===== src/rtl/axis_write_arbiter.sv =====
// axis_write_arbiter: shares one stream-to-memory adapter between PORTS AXIS
// requesters. Arbitrates transfer commands, latches the winner's address and
// length, sequences the adapter tstart/tdone handshake and routes only the
// owner's stream into the adapter.
// Build option: define ARBITER_FIXED_PRIORITY_EN to make the lowest-index
// requester always win (round-robin when undefined).
module axis_write_arbiter #(
   parameter int PORTS = 4,
   parameter int ADDR_WIDTH = 32,
   parameter int DATA_WIDTH = 32,
   parameter int GUARD_CYCLES = 2,
   parameter logic [PORTS-1:0] AXI_LAST_MASK = '0
) (
   input  logic                            aclk,
   input  logic                            resetn,
   input  logic [PORTS-1:0]                r_tstart,
   input  logic [PORTS*ADDR_WIDTH-1:0]     r_taddr,
   input  logic [PORTS*ADDR_WIDTH-1:0]     r_tbytes,
   output logic [PORTS-1:0]                r_tgrant,
   output logic [PORTS-1:0]                r_tdone,
   input  logic [PORTS*DATA_WIDTH-1:0]     r_s_xdata,
   input  logic [PORTS*(DATA_WIDTH/8)-1:0] r_s_xstrb,
   input  logic [PORTS-1:0]                r_s_xlast,
   input  logic [PORTS-1:0]                r_s_xvalid,
   output logic [PORTS-1:0]                r_s_xready,
   output logic                            a_tstart,
   output logic [ADDR_WIDTH-1:0]           a_taddr,
   output logic [ADDR_WIDTH-1:0]           a_tbytes,
   output logic                            a_enableAxiLastSignal,
   input  logic                            a_tdone,
   output logic [DATA_WIDTH-1:0]           a_s_xdata,
   output logic [(DATA_WIDTH/8)-1:0]       a_s_xstrb,
   output logic                            a_s_xlast,
   output logic                            a_s_xvalid,
   input  logic                            a_s_xready
);

   localparam int STRB_WIDTH = DATA_WIDTH / 8;
   localparam int PW = (PORTS > 1) ? $clog2(PORTS) : 1;
   localparam int GW = $clog2(GUARD_CYCLES + 1);
   localparam logic [GW-1:0] GUARD_LAST = GW'(GUARD_CYCLES - 1);

   typedef enum logic [1:0] {
      IDLE,
      START,
      BUSY,
      GUARD
   } state_t;

   state_t state;
   state_t state_next;

   logic [PW-1:0]         winner;
   logic                  win_found;
   logic [PORTS-1:0]      win_onehot;
   logic [ADDR_WIDTH-1:0] win_addr;
   logic [ADDR_WIDTH-1:0] win_bytes;
   logic [PW-1:0]         owner;
   logic [GW-1:0]         guard_cnt;

`ifdef ARBITER_FIXED_PRIORITY_EN
   // Lowest-index requester wins; no fairness state is kept.
   always_comb begin
      winner = '0;
      win_found = 1'b0;
      for (int i = PORTS - 1; i >= 0; i--) begin
         if (r_tstart[i]) begin
            winner = PW'(i);
            win_found = 1'b1;
         end
      end
   end
`else
   logic [PW-1:0] rr_ptr;
   logic [PW:0]   cand;

   // Search from the pointer upwards, wrapping; the smallest offset wins.
   always_comb begin
      winner = rr_ptr;
      win_found = 1'b0;
      cand = '0;
      for (int i = PORTS - 1; i >= 0; i--) begin
         cand = {1'b0, rr_ptr} + (PW+1)'(i);
         if (cand >= (PW+1)'(PORTS)) begin
            cand = cand - (PW+1)'(PORTS);
         end
         if (r_tstart[cand[PW-1:0]]) begin
            winner = cand[PW-1:0];
            win_found = 1'b1;
         end
      end
   end

   // Pointer moves to the port after the most recent winner.
   always_ff @(posedge aclk or negedge resetn) begin
      if (!resetn) begin
         rr_ptr <= '0;
      end else if (state == IDLE && win_found) begin
         rr_ptr <= (winner == PW'(PORTS - 1)) ? '0 : winner + 1'b1;
      end
   end
`endif

   // Winner's command fields and one-hot grant vector.
   always_comb begin
      win_onehot = '0;
      win_onehot[winner] = 1'b1;
      win_addr = r_taddr[winner*ADDR_WIDTH +: ADDR_WIDTH];
      win_bytes = r_tbytes[winner*ADDR_WIDTH +: ADDR_WIDTH];
   end

   // State register.
   always_ff @(posedge aclk or negedge resetn) begin
      if (!resetn) begin
         state <= IDLE;
      end else begin
         state <= state_next;
      end
   end

   // Next state: zero-length requests complete without leaving IDLE.
   always_comb begin
      state_next = state;
      case (state)
         IDLE:    if (win_found && win_bytes != '0) state_next = START;
         START:   state_next = BUSY;
         BUSY:    if (a_tdone) state_next = GUARD;
         GUARD:   if (guard_cnt == GUARD_LAST) state_next = IDLE;
         default: state_next = IDLE;
      endcase
   end

   // Command latching, grant/done pulses, adapter start and guard counting.
   always_ff @(posedge aclk or negedge resetn) begin
      if (!resetn) begin
         r_tgrant <= '0;
         r_tdone <= '0;
         a_tstart <= 1'b0;
         a_taddr <= '0;
         a_tbytes <= '0;
         a_enableAxiLastSignal <= 1'b0;
         owner <= '0;
         guard_cnt <= '0;
      end else begin
         r_tdone <= '0;
         a_tstart <= (state == START);
         case (state)
            IDLE: begin
               if (win_found) begin
                  a_taddr <= win_addr;
                  a_tbytes <= win_bytes;
                  a_enableAxiLastSignal <= AXI_LAST_MASK[winner];
                  owner <= winner;
                  if (win_bytes == '0) begin
                     r_tdone <= win_onehot;
                     r_tgrant <= '0;
                  end else begin
                     r_tgrant <= win_onehot;
                  end
               end
            end
            BUSY: begin
               if (a_tdone) begin
                  r_tdone <= r_tgrant;
                  r_tgrant <= '0;
                  guard_cnt <= '0;
               end
            end
            GUARD: begin
               guard_cnt <= guard_cnt + 1'b1;
            end
            default: begin
            end
         endcase
      end
   end

   // Stream mux: only the owner talks to the adapter, and only while BUSY.
   always_comb begin
      a_s_xdata = '0;
      a_s_xstrb = '0;
      a_s_xlast = 1'b0;
      a_s_xvalid = 1'b0;
      r_s_xready = '0;
      if (resetn && state == BUSY) begin
         a_s_xdata = r_s_xdata[owner*DATA_WIDTH +: DATA_WIDTH];
         a_s_xstrb = r_s_xstrb[owner*STRB_WIDTH +: STRB_WIDTH];
         a_s_xlast = r_s_xlast[owner];
         a_s_xvalid = r_s_xvalid[owner];
         r_s_xready[owner] = a_s_xready;
      end
   end

endmodule


===== config.mk =====
export PLATFORM = sky130hd
export DESIGN_NAME = axis_write_arbiter
export DESIGN_NICKNAME = d
export VERILOG_FILES = /design/src/rtl/axis_write_arbiter.sv
export SDC_FILE = /design/constraint.sdc
export NUM_CORES = 1
export LEC_CHECK = 0
export CORE_AREA = 2 2 204 206
export CTS_CLUSTER_DIAMETER = 60
export DETAILED_ROUTE_END_ITERATION = 6
export DIE_AREA = 0 0 206 208
export GPL_ROUTABILITY_DRIVEN = 0
export RECOVER_POWER = 100
export SYNTH_ARGS = -nofsm -noshare
export SYNTH_HDL_FRONTEND = slang
export SYNTH_SLANG_ARGS = --single-unit

===== constraint.sdc =====
create_clock -name aclk -period 3.9 [get_ports aclk]
set_input_delay 0.78 -clock aclk [delete_from_list [all_inputs] [get_ports aclk]]
set_output_delay 0.78 -clock aclk [all_outputs]
set_load 0.005 [all_outputs]

==> results_slide.txt, run 1 <==
Implementation Results

Run status
  – Outcome: finished with violations
  – Violations in the final reports: capacitance limit, slew limit

Yosys
  – Cell Type Count: 34
  – Area of the mapped netlist: 0.00675 mm^2
  – Most frequent cell after synthesis: nand2_1
  – Area share, top type: 30.0%
  – Number of nets in the synthesized netlist: between 1k and 1.5k
  – Number of instances in the synthesized netlist: ~900
  – Seq share, synth: 30.0%
  – Top cells by area: dfrtp_1, nand2_1, mux4_2
  – Synthesized area per cell: 7.54 um^2
  – Top cells by count, synth: nand2_1, nand3_1, o21ai_0, dfrtp_1, and3_1
  – Dominant register cell in the synthesized netlist: dfrtp_1
  – Flops out of synthesis: 81
  – Warnings from Yosys: 0
  – Number of enable flip-flop cells: 0
  – Area leader, netlist: dfrtp_1
  – Yosys cell count: between 800 and 900
  – Async set-or-reset flop fraction in the synthesized netlist: 100%
  – Post-synth area from yosys stat: 0.00675 mm^2

Worst hold path
  – Worst min-delay path category: input pin to asynchronous set/reset pin

Worst setup path
  – Start point of the critical path: r_tstart[0]
  – Required time reported for the critical path endpoint: between 4000 and 5000 ps
  – Startpoint of the worst register-to-register path: rr_ptr[1]$_DFFE_PN0P_
  – Critical setup path kind: input pin to register
  – Depth of the worst register-to-register path: 12
  – Cell family with the largest share of critical-path delay: buffers and inverters
  – Kind of end point of the critical path: register
  – Number of buffers and inverters on the critical path: 5
  – Critical R2R Capture: state[1]$_DFFE_PN0P_
  – Delay contributed by the slowest stage of the critical path: 480 ps
  – Worst setup slack for register-to-register paths: between 500 and 600 ps
  – Worst Setup Start Kind: input pin
  – Critical path's slowest cell: clkdlybuf4s50_1
  – Arrival time worst endpoint: 3930 ps
  – Ordered cell list for the critical path: clkdlybuf4s50_1 -> nor2b_1 -> a2111o_2 -> buf_12 -> buf_12 -> nand2_4 -> buf_12 -> a211o_1 -> a22oi_1 -> nand4_1 -> nor4_4 -> buf_4 -> a21oi_1 -> mux2_1
  – Most common cell on crit path: buf_12
  – Crit path max fanout: around 40
  – Total number of cells along the worst setup path: 14

Final timing
  – Share of the clock period used by the worst path: 94.5%
  – Worst Max-Slew Pin Slew: between 2000 and 2500 ps
  – Setup Skew: 11.1 ps
  – Final setup viols: 0
  – Worst hold slack after final layout: 370 ps
  – Time the final worst path needs with I/O delays and setup: between 3000 and 4000 ps
  – Final Max Tran Viols: 37
  – Max-slew headroom at the worst pin: -46.4%
  – RSZ-0062 raised after global routing: false
  – Highest clock frequency the design can meet: 271 MHz
  – Total Neg Setup Slack: 0 ps
  – Final hold viol count: 0
  – Final setup margin: 214 ps

Final layout
  – Filler cells: 4309
  – Multi-input combinational cell area: 0.00437 mm^2
  – Number of standard cells in the layout, taps in and fillers out: between 1.5k and 2k
  – Synthesis-to-layout area growth: 95.8%
  – Final standard cell utilization of the core: ~33%
  – Sequential standard cell area: 0.00203 mm^2
  – Final net count: 1826
  – Layout cell share with drive strength beyond 1: 7.82%
  – Cell area after layout: 0.0132 mm^2

Global routing
  – Total grt overflow: 0
  – Global-route total usage across every layer: between 15 and 20%
  – Global-route wire length before repair: 55000 um
  – Via count of the first global-routing pass: 8995
  – Largest net degree at the start of global routing: 70
  – Number of antenna violations at the first check in global routing: 4

Clock tree
  – Clock Tree Buf Depth: 2
  – TritonCTS clock tree: built
  – Number of setup buffers added after CTS: 0
  – Count of cells resized by post-cts repair: 0
  – H-tree depth reported by CTS: 3
  – Clock-pin slew reported for the worst setup and hold paths after clock tree synthesis: approximately 70 ps
  – Clk_lat worst skew: between 300 and 400 ps
  – CTS Sinks: 81
  – Clock buffers created by TritonCTS: 9
  – Clock tree root driver cell: clkbuf_16
  – Number of hold-repair buffers added at the cts stage: 0

Detailed routing
  – Number of remaining DRC errors: 0
  – Top sig layer: met5
  – Post-route ant nets: 0
  – Initial DRT Pass Iterations: 6
  – Wire length on met3: 3380 um
  – Via count of the routed design: roughly 8.9k
  – Routed wire length per instance: 19.7 um
  – Total Routed Length: 38200 um
  – Met2 Routed Length: ~19000 um
  – M1 wire length: 14200 um
  – Starting DRC count in detailed routing: roughly 630
  – Avg Vias per Cell: 4.58

Placement
  – Total placed cells including tap cells: slightly below 2k
  – IO buf count: 530
  – Placement-stage cell area: 0.0129 mm^2
  – Worst setup slack after placement: -143 ps
  – Estimated wirelength of the detail-placed design: 31600 um

Power and ir drop
  – P_leak: around 5.8 nW
  – Power per unit of standard cell area: 555 mW/mm^2
  – Peak VDD IR: between 0.2 and 0.25 mV
  – Pwr Total: 7.34 mW

Flow run
  – Log Warnings: 32
  – Max capacitance violation total: 1

Floorplanning
  – FP Rows: about 74
  – Core region area: between 0.04 and 0.05 mm^2
  – Chip width: 206 um
  – IO Pins: approximately 530
  – Die Area: 0.0428 mm^2
  – Pre-Place Util: between 10% and 20%
  – Die Span Y: 208 um
[run 1: metal layers]
metal	vias up	track usage, %
met5	-	0
met4	4	6.90
met3	72	4.39
met2	459	30.6
met1	4150	19.0
li1	4196	-
[run 1: layout make-up]
type                       instances  area share, %
tap                              532           5.04
clock inverter                     7          0.786
inverter                           8          0.227
timing repair buffer             583           43.8
antenna                            2         0.0379
sequential                        81           15.3
multi-input combinational        718           33.0
clock buffer                       9           1.70
[run 1: flip-flops by register name (all words and copies together) (netlist names)]
register,count
state,2
r_tgrant,4
a_taddr,32
a_tbytes,32
guard_cnt,2
a_tstart,1
r_tdone,4
owner,2
rr_ptr,2
[run 1: power breakdown]
group,switching [mW],total [mW],internal [mW],leakage (nW)
logic,2.44,4.80,2.36,4.67
clock network,0.394,0.962,0.568,0.160
registers,0.322,1.57,1.25,1.00
total,3.16,7.34,4.18,5.84
[run 1: cells in the final DEF (no fill, tap or decap), types with 9 or more instances in the layout]
cell,n
a22oi_1,16
clkdlybuf4s50_1,427
buf_12,10
nand2_1,266
o21ai_0,102
ha_1,9
a211o_1,33
nand3_1,137
dfrtp_1,80
and3_1,70
dlygate4sd3_1,102
clkbuf_16,9
mux4_2,38
buf_4,29
[run 1: worst min path at each step]
| stage | slack [ps] | cells after the start | endpoint | from |
|---|---|---|---|---|
| finish | 370 | 1 | r_tdone[0]$_DFF_PN0_ | resetn |
| CTS | 350 | 1 | r_tdone[0]$_DFF_PN0_ | resetn |
| global placement | 460 | 2 | a_tbytes[1]$_DFFE_PN0P_ | a_tbytes[1]$_DFFE_PN0P_ |
| detailed placement | 470 | 2 | a_tbytes[12]$_DFFE_PN0P_ | a_tbytes[12]$_DFFE_PN0P_ |
| floorplan | 470 | 2 | a_tbytes[0]$_DFFE_PN0P_ | a_tbytes[0]$_DFFE_PN0P_ |
| global route | 370 | 1 | owner[0]$_DFFE_PN0P_ | resetn |
[run 1: kinds of logic after synthesis]
logic type               Yosys count  synth area share, %
AND/OR/NAND/NOR                  500                 33.8
AND-OR/OR-AND                    168                 15.5
buffers and inverters             97                 5.93
flip-flops                        81                 30.0
multiplexers                      39                 12.8
adder cells (fa/ha/maj)            9                 1.67
other                              1               0.0555
XOR/XNOR                           1                0.130
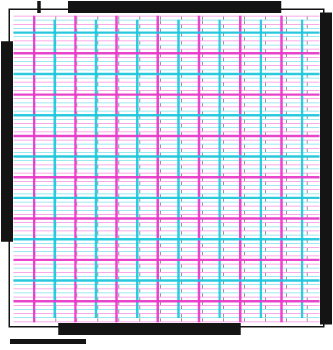
Run 1: PDN straps and rails
Bar = 50 um. Pins as bars on the die edge. Tap cells in gray.
Key: cyan = VDD; magenta = VSS
532 tap cells. 75 met1 rails follow the rows. 14 straps on met5. The core has 74 rows. 14 straps on met4.

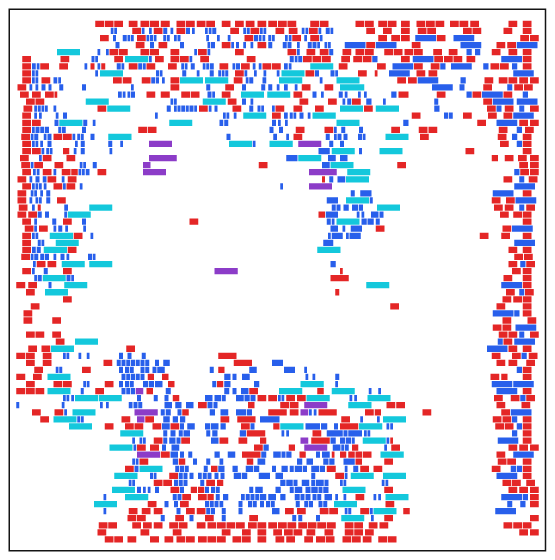
Run 1: cells colored by class
Key: purple = clock drivers and dummy loads [cells 16]; red = other buffers and delay cells [cells 583]; cyan = flip-flops [cells 81]; blue = all other logic [cells 726]

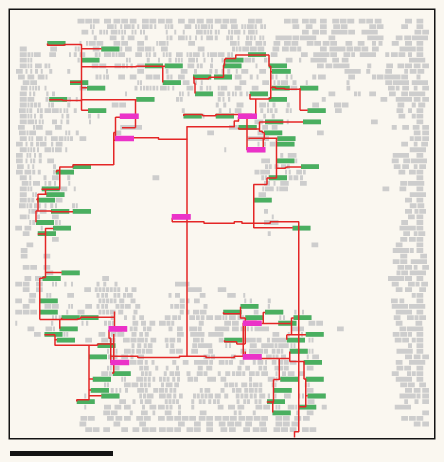
Run 1: clock distribution
Bar = 50 um.
Key: green = flip-flops [count 81]; red = clock wires [length 1500 um]; magenta = cells driving clock nets [count 9]
There are 10 routed clock nets.

Run 1, metal layers overlaid:
Bar = 50 um. Two of the layers only.
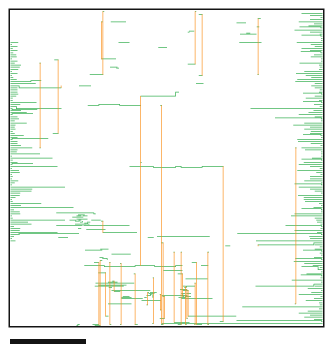

## Run 2: what changed since run 1
--- a/config.mk
+++ b/config.mk
@@ -5,11 +5,14 @@
 export SDC_FILE = /design/constraint.sdc
 export NUM_CORES = 1
 export LEC_CHECK = 0
-export CORE_AREA = 2 2 204 206
+export CELL_PAD_IN_SITES_DETAIL_PLACEMENT = 1
+export CELL_PAD_IN_SITES_GLOBAL_PLACEMENT = 1
+export CORE_AREA = 2 2 207 209
 export CTS_CLUSTER_DIAMETER = 60
 export DETAILED_ROUTE_END_ITERATION = 6
-export DIE_AREA = 0 0 206 208
+export DIE_AREA = 0 0 209 211
 export GPL_ROUTABILITY_DRIVEN = 0
+export PLACE_DENSITY_LB_ADDON = 0.1
 export RECOVER_POWER = 100
 export SYNTH_ARGS = -nofsm -noshare
 export SYNTH_HDL_FRONTEND = slang
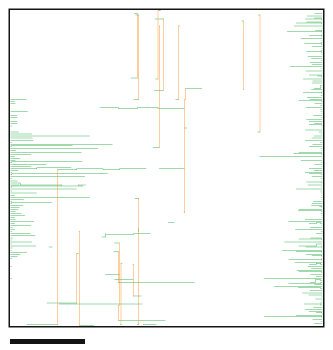
Run 2: metal layers overlaid
Bar = 50 um. Two of the layers only.
Key: orange = met4 [wire length 950 um]; green = met3 [wire length 2800 um]
Total Routed Length: 43000 um
routed wire length per instance: 21.7 um
via count of the routed design: 8931

==> results_slide.txt, run 2 <==
Implementation Results

Placement
  – Total placed cells including tap cells: 1954
  – Placement-stage cell area: 0.0132 mm^2

Clock tree
  – Clock-pin slew reported for the worst setup and hold paths after clock tree synthesis: 70 ps
  – Number of hold-repair buffers added at the cts stage: 0
  – Clock Tree Buf Depth: 2
  – Clock buffers created by TritonCTS: 9
  – CTS Sinks: between 80 and 90
  – Clk_lat worst skew: 360 ps
  – Clock tree root driver cell: clkbuf_16
  – Count of cells resized by post-cts repair: 0
  – Number of setup buffers added after CTS: 0
  – TritonCTS clock tree: built

Worst setup path
  – Depth of the worst register-to-register path: 11
  – Arrival time worst endpoint: 3970 ps
  – Delay contributed by the slowest stage of the critical path: ~570 ps
  – Required time reported for the critical path endpoint: 4130 ps
  – Worst setup slack for register-to-register paths: 390 ps
  – Kind of end point of the critical path: register
  – Ordered cell list for the critical path: clkdlybuf4s50_1 -> inv_1 -> a21oi_1 -> o211a_2 -> nand3_1 -> a22oi_2 -> nand4_1 -> nor4_4 -> buf_4 -> a21oi_1 -> mux2_1
  – Start point of the critical path: r_tstart[1]
  – Critical path's slowest cell: a21oi_1
  – Crit path max fanout: 12
  – Startpoint of the worst register-to-register path: rr_ptr[1]$_DFFE_PN0P_
  – Critical setup path kind: input pin to register
  – Most common cell on crit path: a21oi_1

Run status
  – Violations in the final reports: capacitance limit, slew limit
  – Outcome: finished with violations

Final layout
  – Cell area after layout: 0.0135 mm^2
  – Final standard cell utilization of the core: between 30% and 40%
  – Regs by FF count: a_taddr x32, a_tbytes x32
  – Final net count: 1853
  – Number of standard cells in the layout, taps in and fillers out: 1980
  – Commonest non-fill, non-tap cells in the layout: clkdlybuf4s50_1, nand2_1, nand3_1
  – Multi-input combinational cell area: about 0.0044 mm^2
  – Most used logic cell in the final layout: clkdlybuf4s50_1
  – Filler cells: between 4k and 5k
  – Sequential standard cell area: 0.00203 mm^2

Power and ir drop
  – P_leak: 5.99 nW
  – Peak VDD IR: 0.228 mV
  – Power per unit of standard cell area: 565 mW/mm^2
  – Pwr Total: between 7 and 8 mW

Yosys
  – Area of the mapped netlist: 0.00675 mm^2
  – Area share, top type: a little under a third
  – Cell Type Count: 34
  – Most frequent cell after synthesis: nand2_1
  – Seq share, synth: 30.0%
  – Top cells by area: dfrtp_1, nand2_1, mux4_2
  – Yosys cell count: 896
  – Post-synth area from yosys stat: 0.00675 mm^2
  – Top cells by count, synth: nand2_1, nand3_1, o21ai_0, dfrtp_1, and3_1
  – Dominant register cell in the synthesized netlist: dfrtp_1
  – Synthesized area per cell: 7.54 um^2
  – Flops out of synthesis: between 80 and 90
  – Area leader, netlist: dfrtp_1
  – Number of nets in the synthesized netlist: about 1.3k
  – Async set-or-reset flop fraction in the synthesized netlist: 100%
  – Number of enable flip-flop cells: 0
  – Warnings from Yosys: 0

Final timing
  – Share of the clock period used by the worst path: 95.9%
  – Total Neg Setup Slack: 0 ps
  – Final Max Tran Viols: 94
  – Highest clock frequency the design can meet: 267 MHz
  – RSZ-0062 raised after global routing: false
  – Time the final worst path needs with I/O delays and setup: 3740 ps
  – Final setup margin: 161 ps
  – Max-slew headroom at the worst pin: -18.5%
  – Final hold viol count: 0
  – Worst Max-Slew Pin Slew: 1770 ps
  – Worst hold slack after final layout: 407 ps

Global routing
  – Largest net degree at the start of global routing: approximately 66
  – Total grt overflow: 0
  – Via count of the first global-routing pass: 9558
  – Number of antenna violations at the first check in global routing: 9
  – Global-route wire length before repair: 61500 um
  – Global-route total usage across every layer: 18.7%

Floorplanning
  – Die Area: ~0.044 mm^2
  – Pre-Place Util: 16.2%
  – FP Rows: approximately 75
  – IO Pins: 532
  – Chip width: approximately 210 um
  – Core region area: between 0.04 and 0.05 mm^2

Flow run
  – Log Warnings: 32
  – Max capacitance violation total: 3

Detailed routing
  – Starting DRC count in detailed routing: ~320
  – Avg Vias per Cell: 4.51
  – Initial DRT Pass Iterations: 4
  – Number of remaining DRC errors: 0
  – Post-route ant nets: 0

Worst hold path
  – Worst min-delay path category: input pin to asynchronous set/reset pin
run 2: cells by family (layout without fill, tap and decap cells):
kind of cell | count (synthesis) | count (layout) | synth area share, %
AND/OR/NAND/NOR | 500 | 500 | 33.8
AND-OR/OR-AND | 168 | 170 | 15.5
buffers and inverters | 97 | 632 | 5.93
flip-flops | 81 | 81 | 30.0
multiplexers | 39 | 39 | 12.8
adder cells (fa/ha/maj) | 9 | 9 | 1.67
other | 1 | 9 | 0.0555
XOR/XNOR | 1 | 1 | 0.130
run 2: worst min path at each step:
stage	start	endpoint	slack, ps	cells past startpoint
floorplan	a_tbytes[0]$_DFFE_PN0P_	a_tbytes[0]$_DFFE_PN0P_	470	2
global placement	a_taddr[1]$_DFFE_PN0P_	a_taddr[1]$_DFFE_PN0P_	460	2
detailed placement	a_tbytes[31]$_DFFE_PN0P_	a_tbytes[31]$_DFFE_PN0P_	470	2
CTS	resetn	r_tdone[0]$_DFF_PN0_	390	1
global route	resetn	a_tstart$_DFF_PN0_	410	1
finish	resetn	a_tstart$_DFF_PN0_	410	1
run 2: critical path: cells and delay by family:
family | cells | cell delay, ps
AND-OR/OR-AND | 4 | 1370
buffers and inverters | 3 | 810
multiplexers | 1 | 330
AND/OR/NAND/NOR | 3 | 680
run 2: power by group:
part	leakage, nW	switching [mW]	internal [mW]
Combinational	4.82	2.57	2.48
Clock	0.169	0.405	0.615
Sequential	1.00	0.291	1.25
Total	5.99	3.27	4.35
run 2: routing by layer:
| layer | vias to the layer above | GRT usage, % | share of wire [%] |
|---|---|---|---|
| li1 | 4265 | - | - |
| met1 | 4342 | 20.3 | 38 |
| met2 | 283 | 34.8 | 53 |
| met3 | 39 | 5.28 | 6.5 |
| met4 | 2 | 6.45 | 2.2 |
| met5 | - | 0 | 0.026 |
run 2: cell type report:
| type | count | area share, % |
|---|---|---|
| inverters | 8 | 0.223 |
| flip-flops and latches | 81 | 15.1 |
| well taps | 539 | 5.00 |
| diodes | 8 | 0.148 |
| clock buffers | 12 | 1.98 |
| multi-input cells | 720 | 32.7 |
| repair buffers | 608 | 44.4 |
| clock inverters | 4 | 0.548 |
## Run 3: what changed since run 2
--- a/config.mk
+++ b/config.mk
@@ -5,6 +5,7 @@
 export SDC_FILE = /design/constraint.sdc
 export NUM_CORES = 1
 export LEC_CHECK = 0
+export CAP_MARGIN = 20
 export CELL_PAD_IN_SITES_DETAIL_PLACEMENT = 1
 export CELL_PAD_IN_SITES_GLOBAL_PLACEMENT = 1
 export CORE_AREA = 2 2 207 209
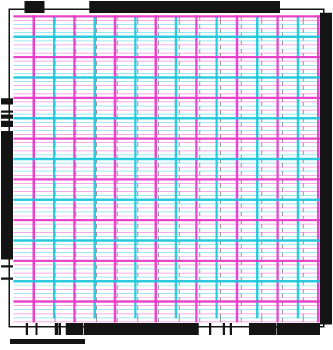
Run 3: PDN straps and rails
Bar = 50 um. Pins as bars on the die edge. Tap cells in gray.
Key: magenta = VSS; cyan = VDD
The core has 75 rows. 76 met1 rails follow the rows.
Die Span Y: 211 um
Peak VDD IR: 0.228 mV
core region area: 0.0418 mm^2
chip width: 209 um

==> results_slide.txt, run 3 <==
Implementation Results

Run status
  – Outcome: finished with violations
  – Violations in the final reports: capacitance limit, slew limit

Global routing
  – Number of antenna violations at the first check in global routing: 9
  – Total grt overflow: 0
  – Via count of the first global-routing pass: ~9.6k
  – Largest net degree at the start of global routing: 66
  – Global-route total usage across every layer: approximately a fifth
  – Global-route wire length before repair: approximately 61000 um

Yosys
  – Seq share, synth: a little under a third
  – Warnings from Yosys: 0
  – Yosys cell count: 896
  – Most frequent cell after synthesis: nand2_1
  – Area leader, netlist: dfrtp_1
  – Number of nets in the synthesized netlist: between 1k and 1.5k
  – Area of the mapped netlist: 0.00675 mm^2
  – Top cells by area: dfrtp_1, nand2_1, mux4_2
  – Area share, top type: 30.0%
  – Flops out of synthesis: 81
  – Top cells by count, synth: nand2_1, nand3_1, o21ai_0, dfrtp_1, and3_1
  – Number of enable flip-flop cells: 0
  – Dominant register cell in the synthesized netlist: dfrtp_1
  – Cell Type Count: 34
  – Synthesized area per cell: roughly 7.5 um^2
  – Number of instances in the synthesized netlist: 896
  – Async set-or-reset flop fraction in the synthesized netlist: 100%
  – Post-synth area from yosys stat: 0.00675 mm^2

Final timing
  – Setup Skew: 8.82 ps
  – Max-slew headroom at the worst pin: -18.5%
  – Total Neg Setup Slack: 0 ps
  – Final setup viols: 0
  – Worst Max-Slew Pin Slew: 1770 ps
  – Final hold viol count: 0
  – Time the final worst path needs with I/O delays and setup: approximately 3700 ps
  – Highest clock frequency the design can meet: 267 MHz
  – Final Max Tran Viols: 94
  – Share of the clock period used by the worst path: between 90% and 100%
  – Worst hold slack after final layout: approximately 400 ps
  – RSZ-0062 raised after global routing: false

Detailed routing
  – Total Routed Length: 43000 um
  – Via count of the routed design: 8931
  – Starting DRC count in detailed routing: 315
  – Initial DRT Pass Iterations: 4
  – Number of remaining DRC errors: 0
  – Avg Vias per Cell: 4.51
  – Post-route ant nets: 0
  – Routed wire length per instance: 21.7 um

Clock tree
  – Clock buffers created by TritonCTS: 9
  – Clock-pin slew reported for the worst setup and hold paths after clock tree synthesis: 70 ps
  – TritonCTS clock tree: built
  – Clk_lat worst skew: between 300 and 400 ps
  – H-tree depth reported by CTS: 3
  – Clock tree root driver cell: clkbuf_16
  – CTS Sinks: 81
  – Clock Tree Buf Depth: 2
  – Number of setup buffers added after CTS: 0

Floorplanning
  – Die Area: 0.0441 mm^2
  – FP Rows: 75
  – Pre-Place Util: 16.2%
  – IO Pins: 532

Final layout
  – Multi-input combinational cell area: ~0.0044 mm^2
  – Sequential standard cell area: between 0.002 and 0.0025 mm^2
  – Synthesis-to-layout area growth: 99.6%
  – Final net count: 1853
  – Regs by FF count: a_taddr x32, a_tbytes x32
  – Layout cell share with drive strength beyond 1: 9.28%
  – Commonest non-fill, non-tap cells in the layout: clkdlybuf4s50_1, nand2_1, nand3_1
  – Most used logic cell in the final layout: clkdlybuf4s50_1
  – Cell area after layout: 0.0135 mm^2
  – Filler cells: 4931

Flow run
  – Max capacitance violation total: 3
  – Log Warnings: 32

Power and ir drop
  – Pwr Total: about 7.6 mW
  – Power per unit of standard cell area: 565 mW/mm^2
  – P_leak: 5.99 nW

Worst setup path
  – Delay contributed by the slowest stage of the critical path: between 500 and 600 ps
  – Worst Setup Start Kind: input pin
  – Most common cell on crit path: a21oi_1
  – Crit path max fanout: 12
  – Required time reported for the critical path endpoint: 4130 ps
  – Ordered cell list for the critical path: clkdlybuf4s50_1 -> inv_1 -> a21oi_1 -> o211a_2 -> nand3_1 -> a22oi_2 -> nand4_1 -> nor4_4 -> buf_4 -> a21oi_1 -> mux2_1
  – Critical path's slowest cell: a21oi_1
  – Critical setup path kind: input pin to register
  – Kind of end point of the critical path: register
  – Arrival time worst endpoint: a little under 4000 ps

Placement
  – Placement-stage cell area: roughly 0.013 mm^2
  – IO buf count: 530
  – Estimated wirelength of the detail-placed design: 34300 um

Worst hold path
  – Worst min-delay path category: input pin to asynchronous set/reset pin
-- run 3: cell counts after synthesis --
Identical to the previous run, type by type.
-- run 3: cells by family (layout without fill, tap and decap cells) --
family	Yosys count	after routing	synth area share, %
adders and majority gates	9	9	1.67
and+or+nand+nor	500	500	33.8
other	1	9	0.0555
buffers and inverters	97	632	5.93
DFF	81	81	30.0
xor gates and xnor gates	1	1	0.130
muxes	39	39	12.8
AOI/OAI and AO/OA	168	170	15.5
-- run 3: final timing paths --
| check | startpoint | end | slack (ps) | depth (start not counted) |
|---|---|---|---|---|
| setup / recovery | r_tstart[1] | state[1]$_DFFE_PN0P_ | 160 | 11 |
| hold / removal | resetn | a_tstart$_DFF_PN0_ | 410 | 1 |
| setup reg to reg | rr_ptr[1]$_DFFE_PN0P_ | state[1]$_DFFE_PN0P_ | 390 | 11 |
| hold reg to reg | a_tbytes[31]$_DFFE_PN0P_ | a_tbytes[31]$_DFFE_PN0P_ | 470 | 2 |
| max in group asynchronous | resetn | a_taddr[19]$_DFFE_PN0P_ | 1460 | 2 |
| min in group aclk | a_tbytes[31]$_DFFE_PN0P_ | a_tbytes[31]$_DFFE_PN0P_ | 470 | 2 |
-- run 3: what timing repair did --
item,in CTS,in global routing
hold buffers,0,0
resized,0,4
setup endpoints to repair,0,6
-- run 3: cell type report --
type                    instances  share of cell area (%)
repair buffers                608                    44.4
multi-input cells             720                    32.7
flip-flops and latches         81                    15.1
well taps                     539                    5.00
clock buffers                  12                    1.98
clock inverters                 4                   0.548
inverters                       8                   0.223
diodes                          8                   0.148
-- run 3: layer usage --
layer  global-route usage (%)  wire length [um]  vias to the layer above
met4                     6.45               950                        2
met2                     34.8             22700                      283
met3                     5.28              2800                       39
li1                         -                 -                     4265
met1                     20.3             16500                     4342
met5                        0                11                        -
-- run 3: stage by stage --
| stage | worst slack (ps) | instances | utilization, % |
|---|---|---|---|
| 3_3_place_gp | -184 | 1954 | 31.5 |
| 2_1_floorplan | 745 | 896 | - |
| 3_5_place_dp | -226 | 1954 | 31.5 |
| 5_1_grt | 14.8 | 1979 | 32.3 |
| 4_1_cts | 150 | 1970 | 32.3 |
| 6_report | 161 | 1980 | 32.3 |
-- run 3: where the power goes --
part	total, mW	internal (mW)	switching, mW
clock	1.02	0.615	0.405
combinational	5.06	2.48	2.57
sequential	1.54	1.25	0.291
-- run 3: worst max-delay path, delay by kind of cell --
kind	cells	cell delay [ps]
muxes	1	330
AOI/OAI and AO/OA	4	1370
buffers and inverters	3	810
and+or+nand+nor	3	680
Power and IR drop assume default switching activity.
